## src/rtl/rcv_drain_ctrl.sv

```systemverilog
// rcv_drain_ctrl
// Host-side controller for the UART receive block.
// - Drains bytes from the receiver's single-entry buffer into a local FIFO
//   using the data_ready / data_read handshake (two-state drain FSM).
// - Owns the receiver's bit_period / data_size; host updates are shadowed
//   and applied only while the receiver is idle (between packets).
// - Optional receive-error event counters, built only when the macro
//   RCV_ERRCNT_EN is defined; otherwise ovr_cnt / frm_cnt are tied to 0.
//
// Ports:
//   clk, n_rst                   clock, asynchronous active-low reset
//   rx_data, data_ready          receiver buffer contents / byte-valid
//   overrun_error, framing_error receiver error flags (levels)
//   rx_busy                      receiver is mid-packet
//   data_read                    one-cycle acknowledge to receiver
//   bit_period, data_size        applied receiver configuration
//   cfg_wr, cfg_bit_period,
//   cfg_data_size, cfg_pending   host config request / pending flag
//   pop, fifo_data, fifo_empty,
//   fifo_full, fifo_count        host side of the FIFO
//   ovr_cnt, frm_cnt             overrun / framing event counters
module rcv_drain_ctrl #(
    parameter int DEPTH = 8,
    parameter int CNT_W = 8
) (
    input  logic                       clk,
    input  logic                       n_rst,
    input  logic [7:0]                 rx_data,
    input  logic                       data_ready,
    input  logic                       overrun_error,
    input  logic                       framing_error,
    input  logic                       rx_busy,
    output logic                       data_read,
    output logic [13:0]                bit_period,
    output logic [3:0]                 data_size,
    input  logic                       cfg_wr,
    input  logic [13:0]                cfg_bit_period,
    input  logic [3:0]                 cfg_data_size,
    output logic                       cfg_pending,
    input  logic                       pop,
    output logic [7:0]                 fifo_data,
    output logic                       fifo_empty,
    output logic                       fifo_full,
    output logic [$clog2(DEPTH):0]     fifo_count,
    output logic [CNT_W-1:0]           ovr_cnt,
    output logic [CNT_W-1:0]           frm_cnt
);

    localparam int AW = $clog2(DEPTH);

    localparam logic [0:0] ST_IDLE = 1'b0;
    localparam logic [0:0] ST_ACK  = 1'b1;

    // ---------------- drain FSM ----------------
    logic [0:0] state_reg;
    logic       push;
    logic       pop_ok;
    logic       full_reg;
    logic       empty_reg;

    // A pop in the same cycle as a full FIFO does not enable a push here;
    // the freed slot is seen on the next IDLE evaluation.
    assign push   = (state_reg == ST_IDLE) && data_ready && !full_reg;
    assign pop_ok = pop && !empty_reg;

    always_ff @(posedge clk or negedge n_rst) begin
        if (!n_rst) begin
            state_reg <= ST_IDLE;
        end else if (state_reg == ST_ACK) begin
            state_reg <= ST_IDLE;
        end else if (push) begin
            state_reg <= ST_ACK;
        end
    end

    assign data_read = (state_reg == ST_ACK);

    // ---------------- FIFO ----------------
    logic [7:0]    mem [DEPTH];
    logic [AW-1:0] rd_ptr_reg;
    logic [AW-1:0] wr_ptr_reg;
    logic [AW:0]   count_reg;
    logic [7:0]    head_reg;
    logic [AW-1:0] rd_ptr_next;
    logic [AW:0]   count_next;
    logic [7:0]    head_next;

    always_ff @(posedge clk) begin
        if (push) begin
            mem[wr_ptr_reg] <= rx_data;
        end
    end

    always_comb begin
        rd_ptr_next = rd_ptr_reg + AW'(pop_ok);
        count_next  = count_reg + (AW+1)'(push) - (AW+1)'(pop_ok);
        // The head register must show the entry at the new read pointer.
        // If that slot is being written this very edge, bypass from rx_data.
        if (count_next == '0) begin
            head_next = head_reg;
        end else if (push && (rd_ptr_next == wr_ptr_reg)) begin
            head_next = rx_data;
        end else begin
            head_next = mem[rd_ptr_next];
        end
    end

    always_ff @(posedge clk or negedge n_rst) begin
        if (!n_rst) begin
            rd_ptr_reg <= '0;
            wr_ptr_reg <= '0;
            count_reg  <= '0;
            head_reg   <= '0;
            empty_reg  <= 1'b1;
            full_reg   <= 1'b0;
        end else begin
            rd_ptr_reg <= rd_ptr_next;
            wr_ptr_reg <= wr_ptr_reg + AW'(push);
            count_reg  <= count_next;
            head_reg   <= head_next;
            empty_reg  <= (count_next == '0);
            full_reg   <= (count_next == (AW+1)'(DEPTH));
        end
    end

    assign fifo_data  = head_reg;
    assign fifo_empty = empty_reg;
    assign fifo_full  = full_reg;
    assign fifo_count = count_reg;

    // ---------------- configuration ----------------
    logic [13:0] shadow_bp_reg;
    logic [3:0]  shadow_ds_reg;
    logic [13:0] bit_period_reg;
    logic [3:0]  data_size_reg;
    logic        pending_reg;
    logic [13:0] bp_clamped;
    logic [3:0]  ds_clamped;
    logic        apply;

    always_comb begin
        bp_clamped = (cfg_bit_period < 14'd2) ? 14'd2 : cfg_bit_period;
        if (cfg_data_size < 4'd5) begin
            ds_clamped = 4'd5;
        end else if (cfg_data_size > 4'd8) begin
            ds_clamped = 4'd8;
        end else begin
            ds_clamped = cfg_data_size;
        end
    end

    // Apply uses the shadow as it stood before this edge; a simultaneous
    // cfg_wr re-arms pending so the newer value is applied later.
    assign apply = pending_reg && !rx_busy;

    always_ff @(posedge clk or negedge n_rst) begin
        if (!n_rst) begin
            shadow_bp_reg  <= 14'd10;
            shadow_ds_reg  <= 4'd8;
            bit_period_reg <= 14'd10;
            data_size_reg  <= 4'd8;
            pending_reg    <= 1'b0;
        end else begin
            if (apply) begin
                bit_period_reg <= shadow_bp_reg;
                data_size_reg  <= shadow_ds_reg;
            end
            if (cfg_wr) begin
                shadow_bp_reg <= bp_clamped;
                shadow_ds_reg <= ds_clamped;
                pending_reg   <= 1'b1;
            end else if (apply) begin
                pending_reg   <= 1'b0;
            end
        end
    end

    assign bit_period  = bit_period_reg;
    assign data_size   = data_size_reg;
    assign cfg_pending = pending_reg;

    // ---------------- error counters ----------------
`ifdef RCV_ERRCNT_EN
    logic             ovr_d_reg;
    logic             frm_d_reg;
    logic [CNT_W-1:0] ovr_cnt_reg;
    logic [CNT_W-1:0] frm_cnt_reg;

    always_ff @(posedge clk or negedge n_rst) begin
        if (!n_rst) begin
            ovr_d_reg   <= 1'b0;
            frm_d_reg   <= 1'b0;
            ovr_cnt_reg <= '0;
            frm_cnt_reg <= '0;
        end else begin
            ovr_d_reg <= overrun_error;
            frm_d_reg <= framing_error;
            // Count rising edges only; saturate at all-ones.
            if (overrun_error && !ovr_d_reg && (ovr_cnt_reg != '1)) begin
                ovr_cnt_reg <= ovr_cnt_reg + 1'b1;
            end
            if (framing_error && !frm_d_reg && (frm_cnt_reg != '1)) begin
                frm_cnt_reg <= frm_cnt_reg + 1'b1;
            end
        end
    end

    assign ovr_cnt = ovr_cnt_reg;
    assign frm_cnt = frm_cnt_reg;
`else
    logic unused_err;
    assign unused_err = overrun_error ^ framing_error;
    assign ovr_cnt    = '0;
    assign frm_cnt    = '0;
`endif

endmodule

```

## config.mk

```make
export PLATFORM = sky130hd
export DESIGN_NAME = rcv_drain_ctrl
export DESIGN_NICKNAME = d
export VERILOG_FILES = /design/src/rtl/rcv_drain_ctrl.sv
export SDC_FILE = /design/constraint.sdc
export NUM_CORES = 1
export LEC_CHECK = 0
export CORE_UTILIZATION = 53
export DETAILED_ROUTE_END_ITERATION = 16
export PLACE_DENSITY = 0.79
export SLEW_MARGIN = 5
export SYNTH_ARGS = -nofsm -noshare
export SYNTH_HDL_FRONTEND = slang
export SYNTH_SLANG_ARGS = --single-unit
```

## constraint.sdc

```tcl
create_clock -name clk -period 3.3 [get_ports clk]
set_input_delay 0.495 -clock clk [delete_from_list [all_inputs] [get_ports clk]]
set_output_delay 0.495 -clock clk [all_outputs]
set_load 0.05 [all_outputs]
```

### Routing congestion, run 1

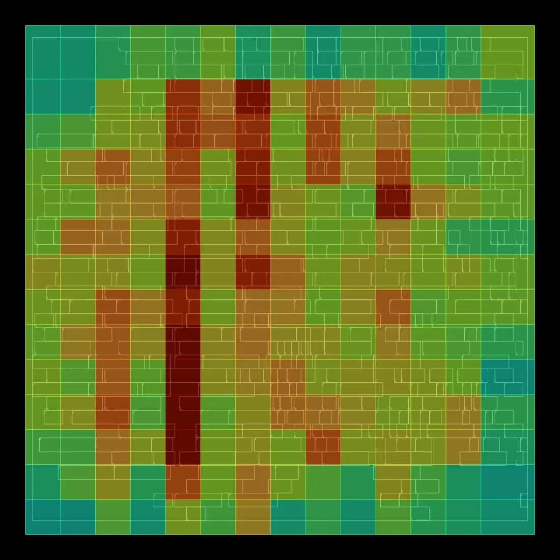
Avg WL per Cell: 18.5 µm
final core utilization: 71.3%
GRT met2 Usage: 37.5%
grt peak-use layer: met2
met3 Usage GRT: 5.01%

### Placement density heat map, run 1

The die is cut into 10 by 10 equal tiles; white is low, dark blue is high, 0 to 100% covered.
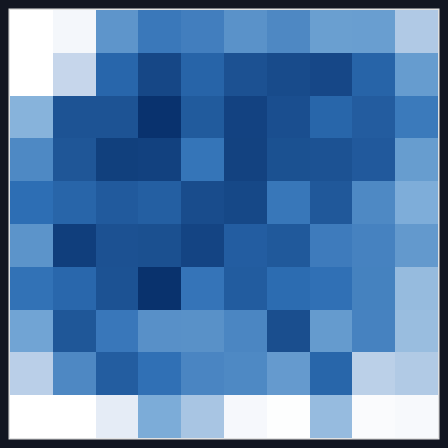
tiles over 75% full: 44%
nearly empty tiles: 5.0%
mean over tiles: 64%
emptiest ninth of the die: south-east

==> summary.txt, run 1 <==
run results: outcome finished clean, Final Hold Fails 0, Sequential Power Share 31.5%, slew margin rel. 30.4%, DRC Markers 0, Crit path max-delay family buffers and inverters, Critical Path Fanout Max 9, Critical-path top delay cell fa_1, CP Data Required Time 3.69 ns, Die Y-Extent 100 µm, switch share 32.7%, Largest register FFs 64, flop2flop setup slack 0.58 ns, Layout area overhead 29.3%, Chip Width 100 µm, final WL 9850 µm, Setup CP Type in2reg, final setup violating endpoints 0, actual slew at the worst max-slew pin 1.04 ns, Top cell by count, worst path inv_1, power per cell area 990 nW/µm², Post-synth ARST share 47.5%, clk_lat worst skew 0.51 ns, Worst setup EP type flop, Leakage 0.00264 µW, fmax 365 MHz, CTS resizes 0, n_diodes 0, Tmin final 2.74 ns, final setup TNS 0 ns, Clock Power Share 29.9%, Post CTS Setup Buffer Count 0, WP buf/inv 6, Longest Clk Path Bufs 2, Post-synth EDFFs 64
### Signal wires on met2, run 1

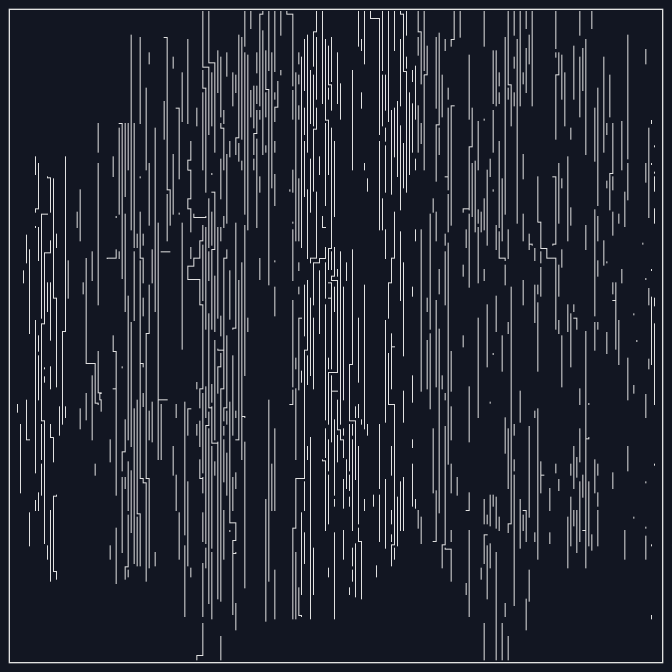
nets with wire on the layer: 410
longest straight run: 36.4 µm
main direction: vertical

==> run 1: worst register-to-register path, stage by stage (launching register included) <==
cell and delay (ns):
dfrtp_1 0.40, nor3b_2 0.23, inv_1 0.07, ha_1 0.28, inv_1 0.06, ha_1 0.15
inv_1 0.05, fa_1 0.47, inv_1 0.06, nor3_1 0.23, o21ai_1 0.10, buf_4 0.20
mux2_2 0.30
==> run 1: worst max path at each step <==
stage | start | end | slack (ns) | depth (start not counted)
3_5_place_dp | data_ready | fifo_data[3] | 0.03 | 13
6_report | data_ready | fifo_data[6] | 0.56 | 13
4_1_cts | data_ready | fifo_data[6] | 0.55 | 13
5_1_grt | data_read | fifo_data[6] | 0.39 | 12
3_3_place_gp | data_ready | fifo_data[2] | 0.07 | 13
2_1_floorplan | data_read | fifo_data[0] | 0.22 | 11
==> run 1: Yosys cell counts, types with 7 or more instances <==
library cell | instances | share of area [%]
buf_4 | 16 | 2.3
dfrtp_1 | 51 | 25
dfstp_2 | 7 | 3.6
edfxtp_1 | 64 | 38
ha_1 | 8 | 2.0
inv_1 | 14 | 1.0
mux2_2 | 46 | 10
mux2_4 | 7 | 2.1
mux4_1 | 9 | 4.6
mux4_2 | 7 | 3.1
nor2_1 | 10 | 0.73
==> run 1: layout make-up <==
| cell class | instances | area [µm²] | share of cell area [%] |
|---|---|---|---|
| multi-input cells | 150 | 1570 | 23.6 |
| inverters | 14 | 52.6 | 0.794 |
| flip-flops and latches | 122 | 3380 | 51.1 |
| clock buffers | 18 | 418 | 6.31 |
| clock inverters | 14 | 219 | 3.31 |
| repair buffers | 85 | 821 | 12.4 |
| well taps | 129 | 161 | 2.44 |
==> run 1: metal layers <==
| metal | GRT usage (%) | up-vias | wire, µm |
|---|---|---|---|
| met5 | 0 | - | 0 |
| met4 | 9.14 | 0 | 168 |
| met3 | 5.01 | 15 | 351 |
| met2 | 37.5 | 78 | 5210 |
| met1 | 26.6 | 1432 | 4120 |
| li1 | - | 1273 | - |
==> run 1: power by group through the flow <==
| stage | clock [µW] | combinational, µW | sequential, µW |
|---|---|---|---|
| 2_1_floorplan | 0 | 1360 | 2490 |
| 3_3_place_gp | 0 | 2430 | 2070 |
| 3_5_place_dp | 0 | 2500 | 2080 |
| 4_1_cts | 1990 | 2560 | 2070 |
| 5_1_grt | 2060 | 2700 | 2090 |
| 6_report | 1960 | 2530 | 2070 |
==> run 1: metrics by stage <==
| stage | total power [µW] | instances | util, % | setup slack, ns | instance area (µm²) |
|---|---|---|---|---|---|
| CTS | 6620 | 532 | 71.3 | 0.549 | 6620 |
| floorplan | 3850 | 310 | - | 0.219 | 5170 |
| finish | 6560 | 532 | 71.3 | 0.559 | 6620 |
| detailed placement | 4580 | 500 | 64.4 | 0.0292 | 5980 |
| global placement | 4490 | 500 | 64.4 | 0.0730 | 5980 |
| global route | 6860 | 532 | 71.3 | 0.394 | 6620 |
==> run 1: logic make-up after synthesis <==
logic type	share of synthesized area [%]
muxes	19.9
buffers and inverters	4.43
other	0.0733
AOI/OAI and AO/OA	1.52
and+or+nand+nor	4.21
xor gates and xnor gates	1.47
adders and majority gates	2.35
DFF	66.1
### Logic cells by family, run 1

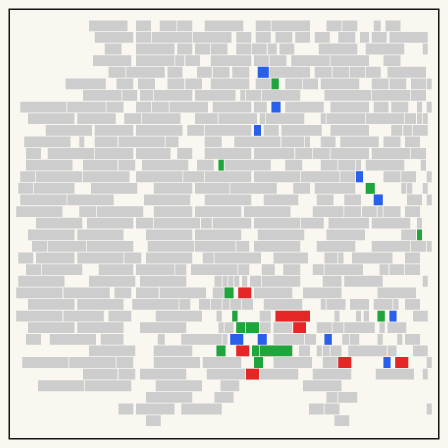

--- run 2 (diff from run 1) ---
Settings changed: CORE_UTILIZATION 53 to 48, PLACE_DENSITY 0.79 to 0.76.
Clock period 3.3 ns to 2.4 ns, I/O delays scaled along.
### Logic cells by family, run 2

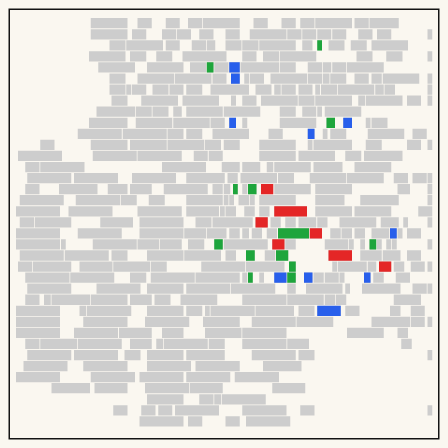
legend:
  blue:
    family: inverting AOI/OAI gates
    cells: 10
  green:
    family: NAND gates
    cells: 13
    most_used: nand2b_1
  red:
    family: XOR/XNOR gates
    cells: 7
    most_used: xor2_1

### Placement density heat map, run 2

The die is cut into 11 by 11 equal tiles; white is low, dark blue is high, 0 to 100% covered.
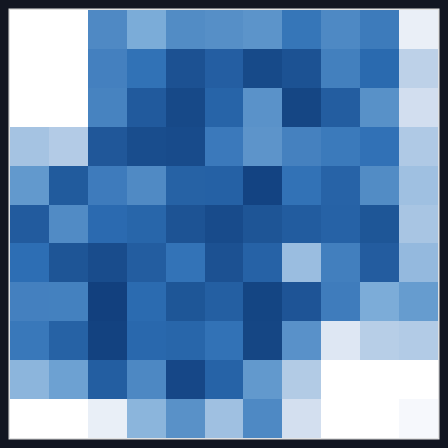
Core ar.: 10300 µm²
effective utilization at floorplan: 49.6%
final core utilization: 65.4%

==> run 2 against run 1 <==
  * The flow now finishes with violations (negative setup slack)
  * Cell area rose by 2.0%
  * Clock skew fell by 0.0019 ns
  * Sequential power rose by 38%
  * Largest cell class unchanged
  * Largest power group unchanged
  * First-iteration DRC count fell by 46%
  * Wire length fell by 2.1%
  * Die size rose by 10%
  * Global-route usage fell by 2.4 points
  * Sequential share of layout area fell by 0.99 points
  * Synthesized cell count did not move
  * Critical path depth fell by 2
  * Critical endpoint is now fifo_data[2]
  * Highest routed layer unchanged
  * Register-to-register slack got worse by 0.78 ns
==> summary.txt, run 2 <==
run results: DRC Markers 0 (unchanged), Post-synth ARST share 47.5% (unchanged), grt ovf 0 (unchanged), Synth top area share 37.6% (unchanged), most numerous cell in the Yosys netlist edfxtp_1 (unchanged), Reg2Reg Depth 11 (was 12), Chip Width 105 µm (was 100 µm), end of the critical path fifo_data[2] (was fifo_data[6]), hpwl dp 6180 µm (was 6200 µm), antenna violations before repair 0 (unchanged), Final Hold Fails 0 (unchanged), Setup CP Type reg2reg (was in2reg), Worst setup EP type flop (unchanged), outcome complete, but fails checks (was finished clean), clock sinks 122 (unchanged), YS chip area 5120 µm² (unchanged), n_diodes 0 (unchanged), final slew viol count 0 (unchanged), Leakage 0.00270 µW (was 0.00264 µW), vias in the first global route 2943 (was 2983), Place WS -0.648 ns (was 0.0292 ns), Setup WS post-layout -0.203 ns (was 0.559 ns), Layout area overhead 32.0% (was 29.3%), Comb area 1630 µm² (was 1570 µm²), Die Y-Extent 105 µm (was 100 µm), DR vias/cell 5.17 (was 5.26), number of I/O pins 84 (unchanged), commonest cells in the netlist edfxtp_1 (64), dfrtp_1 (51), mux2_2 (46), buf_4 (16), inv_1 (14) (unchanged), RSZ-0062 raised after global routing true (was false), largest net degree at the start of global routing 59 (was 49), Tmin final 2.60 ns, number of fill cells 709 (was 608), RR Startpoint fifo_full (was data_read), Placement Rows 37 (was 35), cell taking the most area after synthesis edfxtp_1 (unchanged), DR vias 2849 (was 2798), Setup crit start fifo_full (was data_ready), fmax 384 MHz, Avg WL per Cell 17.5 µm (was 18.5 µm), flop2flop setup slack -0.20 ns (was 0.58 ns), CP Data Required Time 2.81 ns (was 3.69 ns), actual slew at the worst max-slew pin 0.537 ns (was 1.04 ns), # Cells Yosys 295 (unchanged), top cells, area edfxtp_1 (38%), dfrtp_1 (25%), mux2_2 (10%), mux4_1 (4.6%), dfstp_2 (3.6%) (unchanged), FF+latch area 3380 µm² (about the same), Design Power 9170 µW (was 6560 µW), Post-synth EDFFs 64 (unchanged), # port buffers 65 (unchanged), failing checks negative setup slack, final WL 9650 µm (was 9850 µm), clock-pin slew on the worst setup and hold paths 0.06 ns (about the same), slew margin rel. 64.1% (was 30.4%), WP data arrival 3.01 ns (was 3.13 ns), gpl congestion 0.747 (was 0.744), H-tree Lvls 4 (unchanged), final setup violating endpoints 10 (was 0), Largest register FFs 64 (unchanged), CTS tree built (unchanged), Chip Area 11100 µm² (was 10100 µm²), Longest Clk Path Bufs 2 (unchanged), iteration count of the initial detailed-routing pass 4 (was 5), power per cell area 1360 nW/µm² (was 990 nW/µm²), Syn Inst Count 295 (unchanged), first-pass GRT wire length 15400 µm (was 15700 µm), most instantiated logic cells after routing clkdlybuf4s50_1 (64), edfxtp_1 (64), dfrtp_1 (49), mux2_2 (45), buf_4 (27) (was clkdlybuf4s50_1 (64), edfxtp_1 (64), dfrtp_1 (51), mux2_2 (46), buf_4 (18)), clk_lat worst skew 0.52 ns (was 0.51 ns), dominant register cell edfxtp_1 (unchanged), CTS buffer count 17 (unchanged), Hold WC Path Type in2reg (was in2async), Final Skew 0.00623 ns (was 0.00812 ns), Critical Path Fanout Max 8 (was 9), share of cells above drive strength 1 34.0% (was 29.8%), Worst VDD drop 750 µV (was 863 µV), period utilization 108%, Log Warnings 31 (was 28), Synth Seq Share 66.1% (unchanged)
## run 2: cell counts after synthesis
Identical to the previous run, type by type.
## run 2: layer usage
layer / wire [µm] / vias up / GRT usage (%)
met5: 0 / - / 0
met3: 412 / 23 / 6.31
met2: 5070 / 89 / 31.8
met1: 3920 / 1440 / 23.0
met4: 252 / 0 / 9.56
li1: - / 1297 / -
## run 2: worst min path at each step
| stage | startpoint | endpoint | slack [ns] | cells after the start |
|---|---|---|---|---|
| floorplan | n_rst | bit_period[0] | 0.06 | 0 |
| global placement | n_rst | bit_period[10] | 0.38 | 2 |
| detailed placement | n_rst | shadow_bp_reg[10] | 0.39 | 2 |
| CTS | n_rst | shadow_bp_reg[10] | 0.35 | 3 |
| global route | n_rst | shadow_bp_reg[10] | 0.41 | 3 |
| finish | cfg_bit_period[1] | shadow_bp_reg[1] | 0.39 | 3 |
## run 2: final cells by class
cell class              count  area share [%]
inverters                  14           0.778
multi-input cells         150            24.2
clock inverters            10            1.85
well taps                 136            2.52
flip-flops and latches    122            50.1
clock buffers              22            6.56
repair buffers             97            14.0
## run 2: metrics by stage
stage	TNS, ns	util [%]	cell area, µm²	std cells
after floorplan	-2.71	-	5210	310
after global routing	-2.56	65.4	6750	551
after global placement	-5.34	58.6	6050	511
final	-1.47	65.4	6750	551
after detailed placement	-5.94	58.6	6050	511
after CTS	-1.48	65.2	6730	550
## run 2: kinds of logic after synthesis
kind of cell	Yosys count	share of synthesized area, %
buffers and inverters	38	4.43
other	1	0.0733
adder cells (fa/ha/maj)	9	2.35
AND/OR/NAND/NOR	37	4.21
AND-OR/OR-AND	12	1.52
multiplexers	69	19.9
flip-flops	122	66.1
XOR/XNOR	7	1.47
## run 2: repair_timing
action | CTS | global route
hold buffers | 1 | 0
setup endpoints to repair | 10 | 10
pin swaps | 3 | 1
setup buffers | 5 | 1
gates cloned | 1 | 0
resized | 8 | 4
hold endpoints to repair | 51 | 0
## run 2: worst max-delay path, cell delays in order, from the launching register on
cell	delay, ns
dfrtp_2	0.42
nor3b_4	0.21
inv_1	0.06
ha_1	0.28
inv_1	0.06
ha_2	0.18
inv_2	0.04
fa_1	0.49
inv_2	0.05
nor3_4	0.21
o21ai_4	0.15
mux2_4	0.33
## run 2: power breakdown
| group | switching [µW] | internal, µW |
|---|---|---|
| Clock | 845 | 1590 |
| Sequential | 232 | 2630 |
| Combinational | 1920 | 1960 |
| Total | 2990 | 6180 |
Power figures rest on the tool's default switching activity, not on a simulated workload.
